File: config.mk
export PLATFORM = sky130hd
export DESIGN_NAME = seg_scan_multi
export DESIGN_NICKNAME = d
export VERILOG_FILES = /design/src/rtl/seg_scan_multi.sv
export SDC_FILE = /design/constraint.sdc
export NUM_CORES = 1
export LEC_CHECK = 0
export CAP_MARGIN = 0
export CORE_MARGIN = 3
export CORE_UTILIZATION = 52
export CTS_CLUSTER_SIZE = 40
export DETAILED_ROUTE_END_ITERATION = 8
export PLACE_DENSITY = 0.78
export SYNTH_ARGS = -nofsm -noshare
export SYNTH_HDL_FRONTEND = slang
export SYNTH_SLANG_ARGS = --single-unit
File: constraint.sdc
create_clock -name sys_clk -period 2.3 [get_ports sys_clk]
set_input_delay 0.345 -clock sys_clk [delete_from_list [all_inputs] [get_ports sys_clk]]
set_output_delay 0.345 -clock sys_clk [all_outputs]
set_load 0.005 [all_outputs]
File: src/rtl/seg_scan_multi.sv
// rtl/seg_scan_multi.sv - multiplexed 7-segment scanner with guard, blanking and double-buffered load
//
// Scans DIGITS common-select digits from a packed nibble word. Each digit
// slot is CNT_MS cycles of drive followed by BLANK_CYC cycles with every
// select off, so segment changes never ghost onto a neighbouring digit.
//
// Ports:
//   sys_clk     clock
//   sys_rst_n   asynchronous reset, active-high
//   data        nibble i drives digit i (digit 0 rightmost)
//   dp_en       decimal point per digit
//   digit_en    digit i lit only when bit i is set
//   lz_blank    leading-zero blanking enable (live, not buffered)
//   load        captures data/dp_en/digit_en into the pending buffer
//   seg         {a,b,c,d,e,f,g,dp}, registered, polarity per SEG_ACT_LOW
//   sel         one-hot digit select, registered, polarity per SEL_ACT_LOW
//   frame_done  pulse in the first output cycle of digit 0 of a new frame
module seg_scan_multi #(
    parameter int DIGITS      = 4,
    parameter int CNT_MS      = 15000,
    parameter int BLANK_CYC   = 100,
    parameter int SEG_ACT_LOW = 0,
    parameter int SEL_ACT_LOW = 0
) (
    input  logic                  sys_clk,
    input  logic                  sys_rst_n,
    input  logic [4*DIGITS-1:0]   data,
    input  logic [DIGITS-1:0]     dp_en,
    input  logic [DIGITS-1:0]     digit_en,
    input  logic                  lz_blank,
    input  logic                  load,
    output logic [7:0]            seg,
    output logic [DIGITS-1:0]     sel,
    output logic                  frame_done
);

    localparam int CNT_MAX = (CNT_MS > BLANK_CYC) ? CNT_MS : BLANK_CYC;
    localparam int CW      = $clog2(CNT_MAX + 1);
    localparam int IW      = (DIGITS > 1) ? $clog2(DIGITS) : 1;

    localparam logic [CW-1:0]     SCAN_LAST  = CW'(CNT_MS - 1);
    localparam logic [CW-1:0]     GUARD_LAST = CW'((BLANK_CYC > 0) ? BLANK_CYC - 1 : 0);
    localparam logic [IW-1:0]     IDX_LAST   = IW'(DIGITS - 1);
    localparam logic [7:0]        SEG_INV    = (SEG_ACT_LOW != 0) ? 8'hFF : 8'h00;
    localparam logic [DIGITS-1:0] SEL_INV    = (SEL_ACT_LOW != 0) ? {DIGITS{1'b1}} : {DIGITS{1'b0}};

    typedef enum logic {
        SCAN  = 1'b0,
        GUARD = 1'b1
    } state_t;

    state_t              state;
    logic [IW-1:0]       idx;
    logic [CW-1:0]       cnt;
    logic                wrap_q;

    logic [4*DIGITS-1:0] shadow_data;
    logic [DIGITS-1:0]   shadow_dp;
    logic [DIGITS-1:0]   shadow_en;
    logic [4*DIGITS-1:0] pend_data;
    logic [DIGITS-1:0]   pend_dp;
    logic [DIGITS-1:0]   pend_en;
    logic                pend_valid;

    logic                slot_done;
    logic                wrap;
    logic [IW-1:0]       next_idx;
    logic [3:0]          nib;
    logic                zero_run;
    logic                lz_hit;
    logic [7:0]          seg_n;
    logic [DIGITS-1:0]   sel_n;

    function automatic logic [7:0] glyph(input logic [3:0] v);
        case (v)
            4'h0: glyph = 8'hFC;
            4'h1: glyph = 8'h60;
            4'h2: glyph = 8'hDA;
            4'h3: glyph = 8'hF2;
            4'h4: glyph = 8'h66;
            4'h5: glyph = 8'hB6;
            4'h6: glyph = 8'hBE;
            4'h7: glyph = 8'hE0;
            4'h8: glyph = 8'hFE;
            4'h9: glyph = 8'hF6;
            4'hA: glyph = 8'hEE;
            4'hB: glyph = 8'h3E;
            4'hC: glyph = 8'h9C;
            4'hD: glyph = 8'h7A;
            4'hE: glyph = 8'h9E;
            default: glyph = 8'h8E;
        endcase
    endfunction

    always_comb begin
        // A digit slot ends after the guard, or straight after SCAN when there is no guard.
        slot_done = ((state == SCAN) && (cnt == SCAN_LAST) && (BLANK_CYC == 0)) ||
                    ((state == GUARD) && (cnt == GUARD_LAST));
        wrap      = slot_done && (idx == IDX_LAST);
        next_idx  = (idx == IDX_LAST) ? '0 : idx + IW'(1);
        nib       = shadow_data[{idx, 2'b00} +: 4];

        // Walk from the most significant digit down; zero_run stays set while
        // every nibble seen so far is zero. Digit 0 is never tested.
        zero_run = 1'b1;
        lz_hit   = 1'b0;
        for (int i = DIGITS - 1; i >= 1; i--) begin
            zero_run = zero_run && (shadow_data[4*i +: 4] == 4'h0);
            if (idx == IW'(i)) begin
                lz_hit = zero_run;
            end
        end

        seg_n = 8'h00;
        sel_n = '0;
        if (state == SCAN && shadow_en[idx]) begin
            sel_n[idx] = 1'b1;
            seg_n      = ((lz_blank && lz_hit) ? 8'h00 : glyph(nib)) | {7'b0, shadow_dp[idx]};
        end
    end

    always_ff @(posedge sys_clk or posedge sys_rst_n) begin
        if (sys_rst_n) begin
            state       <= SCAN;
            idx         <= '0;
            cnt         <= '0;
            wrap_q      <= 1'b0;
            shadow_data <= '0;
            shadow_dp   <= '0;
            shadow_en   <= '1;
            pend_data   <= '0;
            pend_dp     <= '0;
            pend_en     <= '1;
            pend_valid  <= 1'b0;
            seg         <= SEG_INV;
            sel         <= SEL_INV;
            frame_done  <= 1'b0;
        end else begin
            case (state)
                SCAN: begin
                    if (cnt == SCAN_LAST) begin
                        cnt <= '0;
                        if (BLANK_CYC != 0) begin
                            state <= GUARD;
                        end else begin
                            idx <= next_idx;
                        end
                    end else begin
                        cnt <= cnt + CW'(1);
                    end
                end
                default: begin
                    if (cnt == GUARD_LAST) begin
                        cnt   <= '0;
                        state <= SCAN;
                        idx   <= next_idx;
                    end else begin
                        cnt <= cnt + CW'(1);
                    end
                end
            endcase

            // A load landing on the wrap edge bypasses pending so it is not
            // delayed a whole frame.
            if (wrap) begin
                pend_valid <= 1'b0;
                if (load) begin
                    shadow_data <= data;
                    shadow_dp   <= dp_en;
                    shadow_en   <= digit_en;
                end else if (pend_valid) begin
                    shadow_data <= pend_data;
                    shadow_dp   <= pend_dp;
                    shadow_en   <= pend_en;
                end
            end else if (load) begin
                pend_data  <= data;
                pend_dp    <= dp_en;
                pend_en    <= digit_en;
                pend_valid <= 1'b1;
            end

            // Outputs trail state by one cycle, so frame_done needs the same
            // extra stage to line up with the first digit-0 output cycle.
            wrap_q     <= wrap;
            frame_done <= wrap_q;
            seg        <= seg_n ^ SEG_INV;
            sel        <= sel_n ^ SEL_INV;
        end
    end

endmodule

run_1/final_placement.png
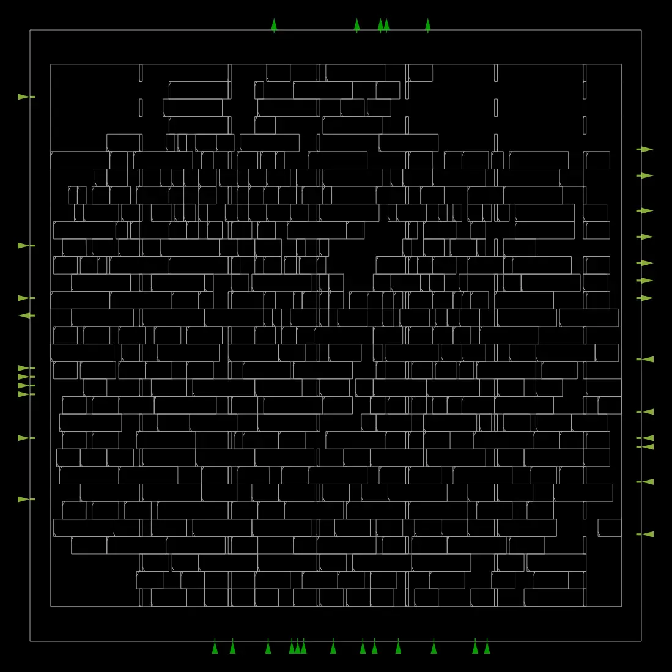
sequential cell count of the final layout: 80
fin cells: 476
core outline area: 7490 sq um
fin util: 66.6%

run_1/zoom.png
Window x 28 to 68, y 28 to 68 um. Cells in grey, sequential cells in the stronger grey; small squares are vias.
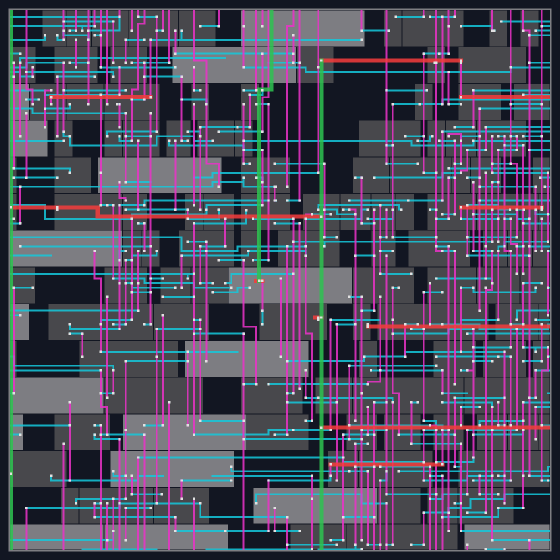
Magenta shows met2. Cyan shows met1. Red shows met3. Green shows met4.
119 logic cells have their middle in the window. Netlist names of flops here include shadow_data (6), idx (2). Most frequent: dfrtp_1 (12), inv_1 (10), buf_4 (9). Sequential cells in the window: 13.

run_1/pins.png
Scale: 4 px per um. Pins as bars across the die edge, other pins in grey.
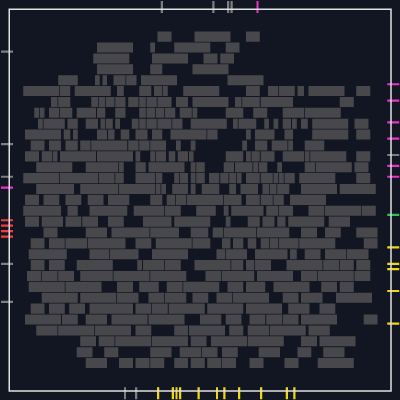
Red shows digit_en, pins 4, direction input, edge left. Magenta shows seg, pins 8, direction output, edge 6 right, 1 left, 1 top. Green shows lz_blank, pins 1, direction input, edge right. Yellow shows data, pins 16, direction input, edge 11 bottom, 5 right.
All pins by edge: 13 bottom, 13 right, 10 left, 5 top.
die height: 95.1 um
quantity of I/O buffers inserted on ports: 40
width of the die: 95.1 um

run_1/met2.png
Scale: 4 px per um.
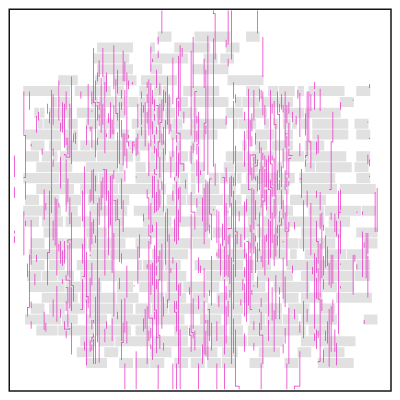
The longest straight run is 34.7 um. The layer carries 3960 um of wire. 363 nets have wire on it.
Total Wirelength: 7.83 mm
total number of vias: 2666
met2 Use GR: 31.6%

==> deck_impl_summary.md, run 1 <==
Synthesis and Place & Route Summary

Outcome
  – Status: finished with violations
  – Violations in the final reports: negative setup slack

Synth
  – Count of yosys warnings during synthesis: 0
  – Cell taking the most area after synthesis: dfrtp_1
  – Top post-synthesis cells by area: dfrtp_1 44%, mux2_2 15%, mux2_4 7.3%, dfstp_2 5.1%, mux4_2 4.4%
  – Distinct lib cells used: 46
  – Dominant Register Cell: dfrtp_1
  – Top cells by count, synth: 72 x dfrtp_1, 56 x mux2_2, 20 x mux2_4
  – Avg Synthesized Cell Area: 13.3 sq um
  – Post-synth seq share: 48.8%
  – Netlist Area Pre-Place: 4130 sq um

Power
  – Leakage: 0.00220 uW
  – VDD IR max: 0.406 mV
  – Switching power as a share of total power: 23.7%
  – Switching Power: 678 uW
  – Part of the power in registers: 53.1%
  – Relative contribution of combinational cells to total power: 11.1%

Cells and area
  – Most frequent logic cell in the layout: dfrtp_1
  – Layout Area Growth over Synthesis: 20.8%
  – Ant. Diodes: 0
  – Final Net Count: 411

CTS
  – Number of buffers created by CTS: 9
  – TritonCTS clock tree: done
  – CTS Sinks: 80

Drt
  – Number of routed nets with antenna violations: 0
  – Number of DRC markers in iteration 0: 66
  – Avg WL per Cell: 16.5 um
  – Residual DRC count: 0

Final timing
  – Max_slew headroom: 72.1%
  – Number of failing setup endpoints in the final timing report: 48
  – Final critical-path setup slack: -0.108 ns
  – Pin slew with the least headroom to its limit: 0.417 ns

Critical path
  – Critical path peak fanout: 24
  – R2R depth: 5
  – Critical setup path kind: reg -> reg
  – Element type at the critical path end: register

GRT
  – First-pass GRT wire length: 13.3 mm
  – Number of global-route vias before repair: 2771
  – Overflow left after global routing: 0

Place
  – Final weighted congestion of routability-driven global placement: 0.857
  – DP HPWL: 5.50 mm

Job
  – Max-cap viol count: 0
  – Tool warnings: 37

Hold path
  – Hold Crit Class: in -> async
[run 1: worst max-delay path by stage]
stage | start | to | slack (ns) | cells after the start
after floorplan | cnt[7] | shadow_data[0] | -0.20 | 6
after global placement | cnt[7] | pend_data[7] | -0.07 | 5
after detailed placement | cnt[7] | pend_data[11] | -0.08 | 5
after CTS | cnt[7] | pend_data[3] | -0.11 | 5
after global routing | cnt[0] | pend_data[3] | -0.16 | 6
final | cnt[7] | pend_data[3] | -0.11 | 5
[run 1: layout make-up]
| class | count | area [sq um] |
|---|---|---|
| inverters | 13 | 52.6 |
| multi-input cells | 205 | 1990 |
| clock inverters | 6 | 67.6 |
| well taps | 99 | 124 |
| fillers | 547 | 2500 |
| flip-flops and latches | 80 | 2010 |
| clock buffers | 10 | 128 |
| repair buffers | 63 | 611 |
[run 1: state kept, by name, summed over array words and instances, names as in the netlist, 8 cells and up]
register / count
seg: 8
pend_data: 16
shadow_data: 16
cnt: 14
[run 1: metrics by stage]
| stage | std cells | power (uW) | hold slack (ns) | worst slack [ns] | area [sq um] |
|---|---|---|---|---|---|
| after floorplan | 311 | 1750 | 0.331 | -0.196 | 4130 |
| after global placement | 459 | 1850 | 0.374 | -0.0706 | 4750 |
| after detailed placement | 459 | 1860 | 0.384 | -0.0818 | 4750 |
| after CTS | 475 | 2890 | 0.330 | -0.107 | 4950 |
| after global routing | 476 | 2990 | 0.336 | -0.163 | 4980 |
| final | 476 | 2860 | 0.328 | -0.108 | 4980 |
[run 1: metal layers]
| layer | vias to the layer above | part of all wire, % | global-route usage (%) |
|---|---|---|---|
| li1 | 1255 | - | - |
| met1 | 1351 | 44 | 25.2 |
| met2 | 49 | 51 | 31.6 |
| met3 | 11 | 4.2 | 4.89 |
| met4 | 0 | 1.5 | 6.85 |
| met5 | - | 0 | 0 |
[run 1: power by group through the flow]
| stage | combinational (uW) | sequential [uW] | clock [uW] |
|---|---|---|---|
| 2_1_floorplan | 215 | 1530 | 0 |
| 3_3_place_gp | 306 | 1540 | 0 |
| 3_5_place_dp | 317 | 1540 | 0 |
| 4_1_cts | 317 | 1520 | 1060 |
| 5_1_grt | 345 | 1530 | 1120 |
| 6_report | 316 | 1520 | 1020 |
[run 1: kinds of logic (layout without fill, tap and decap cells)]
| logic type | count (synthesis) | count (layout) | share of synthesized area (%) |
|---|---|---|---|
| muxes | 88 | 88 | 27.9 |
| AOI/OAI and AO/OA | 21 | 21 | 3.49 |
| and+or+nand+nor | 73 | 73 | 10.1 |
| adders and majority gates | 11 | 11 | 3.34 |
| DFF | 80 | 80 | 48.8 |
| buffers and inverters | 26 | 92 | 3.88 |
| xor gates and xnor gates | 12 | 12 | 2.55 |
[run 1: timing repair]
action / CTS / global route
pin swaps: 0 / 0
gates resized: 1 / 9
endpoints found under the setup margin: 48 / 51
hold buffers: 0 / 0
setup buffers: 0 / 1
[run 1: worst max-delay path: stages (launching register included)]
cell and delay (ns):
dfrtp_1 0.40, or4_1 0.53, or4_4 0.57, o31a_1 0.29
buf_12 0.19, mux2_4 0.31
==> run 2: changes to the inputs <==
- CORE_UTILIZATION: 52 -> 53
- CTS_BUF_LIST: unset -> sky130_fd_sc_hd__clkbuf_4
- GPL_TIMING_DRIVEN: unset -> 0
- PLACE_DENSITY: 0.78 -> 0.79
run_2/pins.png
Scale: 4 px per um. Pins as bars across the die edge, other pins in grey.
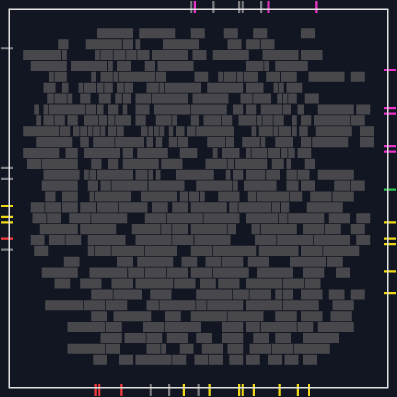
Magenta shows seg, pins 8, direction output, edge 5 right, 3 top. Green shows lz_blank, pins 1, direction input, edge right. Red shows digit_en, pins 4, direction input, edge 3 bottom, 1 left. Yellow shows data, pins 16, direction input, edge 8 bottom, 5 right, 3 left.
All pins by edge: 14 bottom, 11 right, 8 left, 8 top.
width of the die: 94.2 um
quantity of I/O buffers inserted on ports: 39
die height: 94.2 um

==> deck_impl_summary.md, run 2 <==
Synthesis and Place & Route Summary

Synth
  – Count of yosys warnings during synthesis: 0 (unchanged)
  – Area share of and/or/nand/nor cells after synthesis: 10.1% (unchanged)
  – Netlist Area Pre-Place: 4130 sq um (unchanged)
  – Dominant Register Cell: dfrtp_1
  – Post-synth seq share: 48.8% (unchanged)
  – Area share of fa/ha/maj cells after synthesis: 3.34% (unchanged)

Final timing
  – Max_slew headroom: 46.0% (-26 points)
  – Worst Hold Margin: 0.363 ns (+0.0350 ns)
  – Number of failing setup endpoints in the final timing report: 59 (+23%)
  – Pin slew with the least headroom to its limit: 0.808 ns (+0.391 ns)
  – Final critical-path setup slack: -0.267 ns (-0.160 ns)

Place
  – Final weighted congestion of routability-driven global placement: 0.853 (-0.42%)
  – Number of placed instances, taps included: 450 (-2.0%)

Cells and area
  – Most frequent logic cell in the layout: dfrtp_1
  – Largest registers: pend_data x16, shadow_data x16, cnt x14
  – Fin cells: 485 (+1.9%)

Hold path
  – Hold Crit Class: reg -> reg

Outcome
  – Violations in the final reports: negative setup slack
  – Status: finished with violations

Drt
  – Number of DRC markers in iteration 0: 122 (+85%)
  – Total number of vias: 2768 (+3.8%)
  – Avg WL per Cell: 18.0 um (+9.1%)

Power
  – Leakage: 0.00226 uW (+2.8%)

CTS
  – CTS Sinks: 80 (unchanged)
  – Number of buffers inserted by hold repair at cts: 0 (unchanged)
run_2/zoom.png
Window x 27 to 67, y 27 to 67 um. Cells in grey, sequential cells in the stronger grey; small squares are vias.
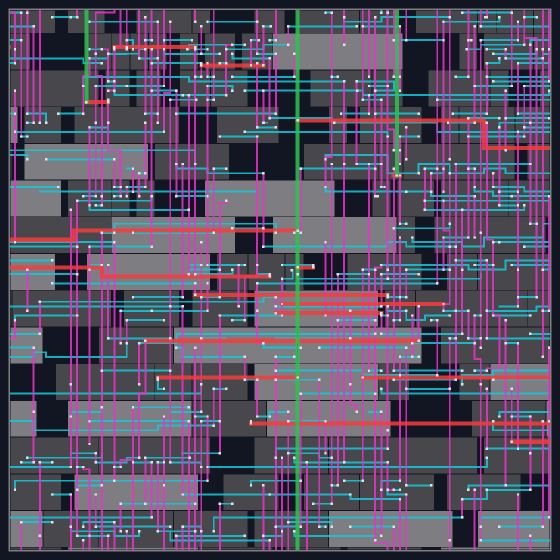
Cyan shows met1. Magenta shows met2. Green shows met4. Red shows met3.
102 logic cells have their middle in the window. Most frequent: dfrtp_1 (13), mux2_4 (11). Sequential cells in the window: 15. Netlist names of flops here include shadow_data (7), pend_data (3), idx (2).

## run 2: cell count changes in the layout (fill, tap and decap cells not counted), sizes merged
cell,delta
clkbuf,+7
buf,+2
clkinv,+2
clkdlybuf4s50,-1
clkinvlp,-1
## run 2: worst paths after layout
kind	from	endpoint	slack, ns	cells after the start
min	wrap_q	frame_done	0.36	0
max reg2reg	cnt[9]	pend_data[8]	-0.27	7
max	cnt[9]	pend_data[8]	-0.27	7
max in group asynchronous	sys_rst_n	shadow_en[0]	1.18	3
min in group asynchronous	sys_rst_n	pend_data[14]	0.39	2
min reg2reg	wrap_q	frame_done	0.36	0
## run 2: routing by layer
| metal | vias to the layer above | routed length (um) | share of wire, % | track usage, % |
|---|---|---|---|---|
| li1 | 1273 | - | - | - |
| met1 | 1408 | 3560 | 41 | 26.1 |
| met2 | 71 | 4520 | 52 | 36.2 |
| met3 | 16 | 459 | 5.3 | 6.57 |
| met4 | 0 | 166 | 1.9 | 7.34 |
| met5 | - | 0 | 0 | 0 |
## run 2: kinds of logic (layout without fill, tap and decap cells)
family / after synthesis / after routing
xor+xnor: 12 / 12
flops: 80 / 80
mux: 88 / 88
buf+inv: 26 / 101
compound gates: 21 / 21
simple gates: 73 / 73
fa+ha+maj: 11 / 11
## run 2: final cells by class
type	instances	area, sq um
Fill cell	526	2250
Buffer	12	128
Tap cell	99	124
Clock inverter	7	70.1
Inverter	13	52.6
Timing Repair Buffer	60	613
Sequential cell	80	2020
Multi-Input combinational cell	205	2080
Clock buffer	9	67.6
## run 2: worst max-delay path, cell delays in order (launching register included)
cell	delay, ns
dfrtp_1	0.42
or4_1	0.52
or4_4	0.53
buf_6	0.14
o31a_1	0.26
buf_6	0.14
buf_12	0.15
mux2_4	0.30
## run 2: repair_timing
action	CTS	global route
endpoints found under the hold margin	0	0
setup endpoints to repair	65	71
pin swaps	3	3
buffers inserted	13	5
gates resized	40	10
cloned	1	1
## run 2: power by group
group          switching [uW]  total [uW]  internal (uW)
Clock                     510         841            331
Combinational             130         340            210
Sequential               40.8        1520           1480
Total                     681        2700           2020
## run 2: stage by stage
step                power (uW)  area (sq um)
detailed placement        1860          4670
finish                    2700          5150
global placement          1850          4650
CTS                       2720          5060
floorplan                 1750          4130
global route              2820          5150
No activity file was given, so power comes from the tool's default toggle rates.
